### src/rtl/muldiv_sequencer.sv
// Iterative multiply/divide unit owning the HI/LO registers (MULT/MULTU/DIV/DIVU/MTHI/MTLO).
// Define MULDIV_FAST_MUL_EN to replace the iterative multiply with a single-cycle product.
//
// state | meaning
// IDLE  | waiting for start; mthi/mtlo write HI/LO here only
// CALC  | one shift-add or restoring-subtract step per cycle
// FIXUP | sign correction applied, HI/LO written, done pulsed next cycle
module muldiv_sequencer #(
   parameter int WIDTH = 32
) (
   input  logic             clk,
   input  logic             rst,
   input  logic             start,
   input  logic [1:0]       op,
   input  logic [WIDTH-1:0] rs_val,
   input  logic [WIDTH-1:0] rt_val,
   input  logic             mthi,
   input  logic             mtlo,
   input  logic             hilo_rd,
   output logic [WIDTH-1:0] hi,
   output logic [WIDTH-1:0] lo,
   output logic             busy,
   output logic             stall,
   output logic             done
);

   localparam int CW = $clog2(WIDTH);

   typedef enum logic [1:0] {IDLE, CALC, FIXUP} stateT;

   stateT              state;
   logic [CW-1:0]      counter;
   logic               isDiv;
   logic               negRes;
   logic               negRem;
   logic [WIDTH-1:0]   opB;
   logic [2*WIDTH-1:0] acc;

   logic               isSignedOp;
   logic [WIDTH-1:0]   magA;
   logic [WIDTH-1:0]   magB;
   logic [WIDTH:0]     mulSum;
   logic [WIDTH:0]     divRem;
   logic [WIDTH:0]     divDiff;
   logic [2*WIDTH-1:0] accNext;
   logic [2*WIDTH-1:0] prodFix;
   logic [WIDTH-1:0]   quotFix;
   logic [WIDTH-1:0]   remFix;
   logic [WIDTH-1:0]   fixHi;
   logic [WIDTH-1:0]   fixLo;

`ifdef MULDIV_FAST_MUL_EN
   logic [2*WIDTH-1:0] fastProd;
   assign fastProd = {{WIDTH{1'b0}}, magA} * {{WIDTH{1'b0}}, magB};
`endif

   assign stall = busy & (start | hilo_rd | mthi | mtlo);

   // Multiplier and dividend both start in the low half of acc; opB holds multiplicand or divisor.
   always_comb begin
      isSignedOp = ~op[0];
      magA = (isSignedOp && rs_val[WIDTH-1]) ? ({WIDTH{1'b0}} - rs_val) : rs_val;
      magB = (isSignedOp && rt_val[WIDTH-1]) ? ({WIDTH{1'b0}} - rt_val) : rt_val;

      mulSum  = {1'b0, acc[2*WIDTH-1:WIDTH]} + (acc[0] ? {1'b0, opB} : {(WIDTH+1){1'b0}});
      divRem  = {acc[2*WIDTH-1:WIDTH], acc[WIDTH-1]};
      divDiff = divRem - {1'b0, opB};

      // A borrow means the partial remainder was below the divisor, so its top bit is clear.
      if (isDiv) begin
         if (divDiff[WIDTH])
            accNext = {divRem[WIDTH-1:0], acc[WIDTH-2:0], 1'b0};
         else
            accNext = {divDiff[WIDTH-1:0], acc[WIDTH-2:0], 1'b1};
      end else begin
         accNext = {mulSum, acc[WIDTH-1:1]};
      end

      prodFix = negRes ? ({(2*WIDTH){1'b0}} - acc) : acc;
      quotFix = negRes ? ({WIDTH{1'b0}} - acc[WIDTH-1:0]) : acc[WIDTH-1:0];
      remFix  = negRem ? ({WIDTH{1'b0}} - acc[2*WIDTH-1:WIDTH]) : acc[2*WIDTH-1:WIDTH];
      fixHi   = isDiv ? remFix  : prodFix[2*WIDTH-1:WIDTH];
      fixLo   = isDiv ? quotFix : prodFix[WIDTH-1:0];
   end

   always_ff @(posedge clk or posedge rst) begin
      if (rst) begin
         state   <= IDLE;
         counter <= '0;
         isDiv   <= 1'b0;
         negRes  <= 1'b0;
         negRem  <= 1'b0;
         opB     <= '0;
         acc     <= '0;
         hi      <= '0;
         lo      <= '0;
         busy    <= 1'b0;
         done    <= 1'b0;
      end else begin
         done <= 1'b0;
         case (state)
            IDLE: begin
               if (start) begin
                  isDiv   <= op[1];
                  negRes  <= isSignedOp & (rs_val[WIDTH-1] ^ rt_val[WIDTH-1]);
                  negRem  <= isSignedOp & rs_val[WIDTH-1];
                  opB     <= magB;
                  acc     <= {{WIDTH{1'b0}}, magA};
                  counter <= CW'(WIDTH - 1);
                  state   <= CALC;
                  busy    <= 1'b1;
`ifdef MULDIV_FAST_MUL_EN
                  if (!op[1]) begin
                     acc   <= fastProd;
                     state <= FIXUP;
                  end
`endif
               end else begin
                  if (mthi) hi <= rs_val;
                  if (mtlo) lo <= rs_val;
               end
            end
            CALC: begin
               acc     <= accNext;
               counter <= counter - CW'(1);
               if (counter == '0) state <= FIXUP;
            end
            FIXUP: begin
               hi    <= fixHi;
               lo    <= fixLo;
               done  <= 1'b1;
               busy  <= 1'b0;
               state <= IDLE;
            end
            default: state <= IDLE;
         endcase
      end
   end

endmodule

### config.mk
export PLATFORM = sky130hd
export DESIGN_NAME = muldiv_sequencer
export DESIGN_NICKNAME = d
export VERILOG_FILES = /design/src/rtl/muldiv_sequencer.sv
export SDC_FILE = /design/constraint.sdc
export NUM_CORES = 1
export LEC_CHECK = 0
export CORE_MARGIN = 2
export CORE_UTILIZATION = 30
export DETAILED_ROUTE_END_ITERATION = 12
export RECOVER_POWER = 25
export SLEW_MARGIN = 20
export SYNTH_ARGS = -nofsm -noshare
export SYNTH_HDL_FRONTEND = slang
export SYNTH_SLANG_ARGS = --single-unit
### constraint.sdc
create_clock -name clk -period 14.2 [get_ports clk]
set_clock_uncertainty 0.15 [all_clocks]
set_input_delay 2.84 -clock clk [delete_from_list [all_inputs] [get_ports clk]]
set_output_delay 2.84 -clock clk [all_outputs]
set_load 0.01 [all_outputs]
==> images/cell_classes.png <==
Drawn at 2 px/um.
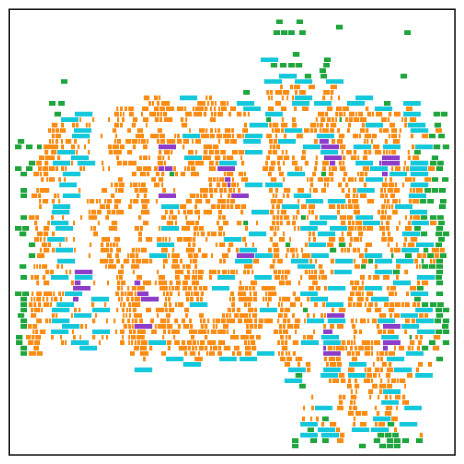
- all other logic: orange (cells 1488; share of their area 60%)
- flip-flops: cyan (cells 172; share of their area 27%)
- other buffers and delay cells: green (cells 153; share of their area 9.3%)
- clock drivers and dummy loads: purple (cells 32; share of their area 3.5%)

==> images/wire_density.png <==
Drawn at 1.5 px/um. The die is cut into 22 by 22 equal tiles; dark purple is low, yellow is high, scaled to the fullest tile. Values are wire area over tile area, all layers added.
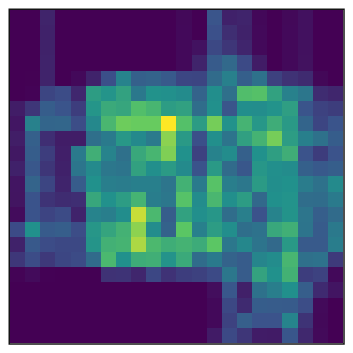
- tiles over half the peak: 19%
- densest ninth of the die: centre
- nearly empty tiles: 25%
- fullest tile: 0.55
- mean over tiles: 0.15

==> images/final_clocks.png <==
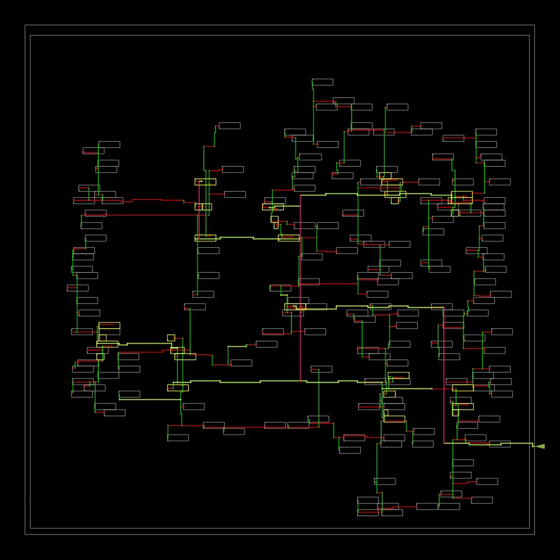
count of flip-flops and latches: 172
number of buffers added by the clock tree synthesis step: 17
clk_buf instances: 20

==> images/met3.png <==
Drawn at 1.5 px/um.
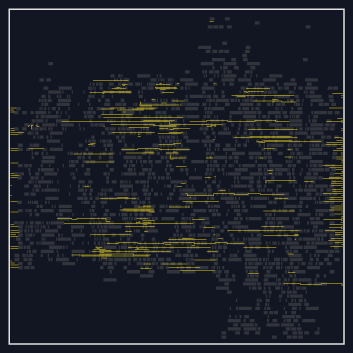
- wire length on this layer: 2770 um
- nets with wire on the layer: 217
- share of all routed wire: 6.1%
- main direction: horizontal
- longest straight run: 85.8 um

==> design notes <==
The critical path goes through dlygate4sd3_1 > clkinvlp_2 > clkbuf_1. The flow ran to the end, but the final reports show violations. The post-place setup slack came out at 6.99 ns.

The routed design uses 2770 um of met3 wire. For the static leakage power, the log shows 6.64 nW. The most critical hold endpoint after final layout shows a slack of 0.334 ns.

For the worst min-delay path, the startpoint reported by OpenROAD is opB[9]. Per the post-CTS timing run, clock transition at the registers of the reported paths is 0.06 ns. Setup repair after global routing left no endpoint under its margin. By area, the class that comes first in the final layout consists of combinational gates. The kind of cell with the highest combined delay along the critical path is buffers and inverters. The commonest cells after synthesis are sky130_fd_sc_hd__o21ai_0 (202), sky130_fd_sc_hd__nand2_1 (200), sky130_fd_sc_hd__dfrtp_1 (172), sky130_fd_sc_hd__nor2_1 (124), sky130_fd_sc_hd__a21oi_1 (107). The wire length on met1 is 21600 um. The analysis attributes to net switching a power of 2.14 mW.

The number of cells after detailed placement is 2420, and the max-slew headroom at the worst pin is -137%. The run gives 18.5% as the total track usage. The tools report the final sum of negative setup slack as 0 ns. The most critical setup path has its startpoint at rst.

Number of clock sinks seen by CTS: 172. The total setup violations reported at the end of the flow was 0; the number of cells on the worst hold path was 2. The cell area after technology mapping was 14300 um^2; the number of cells traversed by the worst register-to-register path was 12. The count of warnings emitted by yosys was 0. For reference, XOR and XNOR gates occupy 10.1% of the area reported after synthesis. Per the CTS log, the maximum H-tree level is 4.

For the register area, the log shows 4310 um^2. Met1 track demand over resource in global routing: 26.2%. The slowest cell on the critical path is sky130_fd_sc_hd__clkbuf_1. The total of cells resized after clock tree synthesis is 0, and the maximum vdd ir drop is 120 uV. In the Yosys stats the netlist draws on 73 distinct library cells.

The run gives 3.55 ns for the transition time at the pin with the least slew margin. In the layout the commonest cells are sky130_fd_sc_hd__o21ai_0 (202), sky130_fd_sc_hd__nand2_1 (199), sky130_fd_sc_hd__dfrtp_1 (171). With the post-synthesis average cell area at 8.10 um^2, the initial antenna violation count is 0. The final reports fail on capacitance limit, slew limit. The run gives 127 MHz as the fmax. Per the final report, max-transition violations number 338. The run gives 222 um for the width of the chip. For reference, simple AND, OR, NAND and NOR cells occupy 17.4% of the area reported after synthesis.

Note, the detailed placer reported a final HPWL of 34200 um. The tree is rooted in a sky130_fd_sc_hd__clkbuf_16. Of the total synthesized cell area, the portion taken by full adders, half adders and majority gates is 6.42%. The layout has 65 inverters outside the clock class. Summed over all nets, wire length on met2 after detailed routing comes to 20600 um. The element type at the critical path end was an async pin.

The tools report the final wirelength as 45700 um. The highest metal layer with signal wires was met4. With the clock buffer and inverter area fraction after layout at 3.37%, the number of stages on the worst setup path is 3.

The power share of the clock group is 10.9%. The placement stage leaves a total instance area of 16200 um^2. The run gives 3 for the count of buffer and inverter cells on the critical path. Setup slack on the worst reg-to-reg path comes out at 9.41 ns. The tools report the sort of element at the start of the critical path as an input port. At the worst endpoint, the arrival time is 7.27 ns.

According to the floorplan report, the die height is 222 um. The buffer_ports step reported a buffer count of 138. Looking at the clock tree report, the maximum root-to-sink buffer count equals 2.

The global-route wire length before repair came out at 73000 um. Per the layout area report, the sequential fraction of cell area is 25.8%. Ranked by total cell area, the synthesized netlist is headed by sky130_fd_sc_hd__dfrtp_1 (30%), sky130_fd_sc_hd__o21ai_0 (7.1%), sky130_fd_sc_hd__mux2i_1 (6.9%). With the count of non-filler cells in the finished layout at 2452, the total number of placement rows is 79. Leaving out fill and tap cells, the most frequent cell in the layout is sky130_fd_sc_hd__o21ai_0. The non-clock buffer contribution to total cell area was 8.85%.

The layer flagged by global routing as most heavily used is met2. The cell type contributing the most total cell area after synthesis is sky130_fd_sc_hd__dfrtp_1. Per the post-synthesis report, the number of cells in the design is 1762. The tools report the internal power consumption as 2.16 mW.

Cells fill 35.7% of the core in the end. For the max capacitance violation total, the log shows 5. The top fanout value on the critical path is 60, and the number of vias per cell after detailed routing is 5.42. For reference, the critical path is captured by isDiv. The post-synthesis register bit count was 172. The critical path in the final layout is reported with a setup slack of 6.31 ns. The count of tool warnings is 27.
Power and IR drop assume default switching activity.
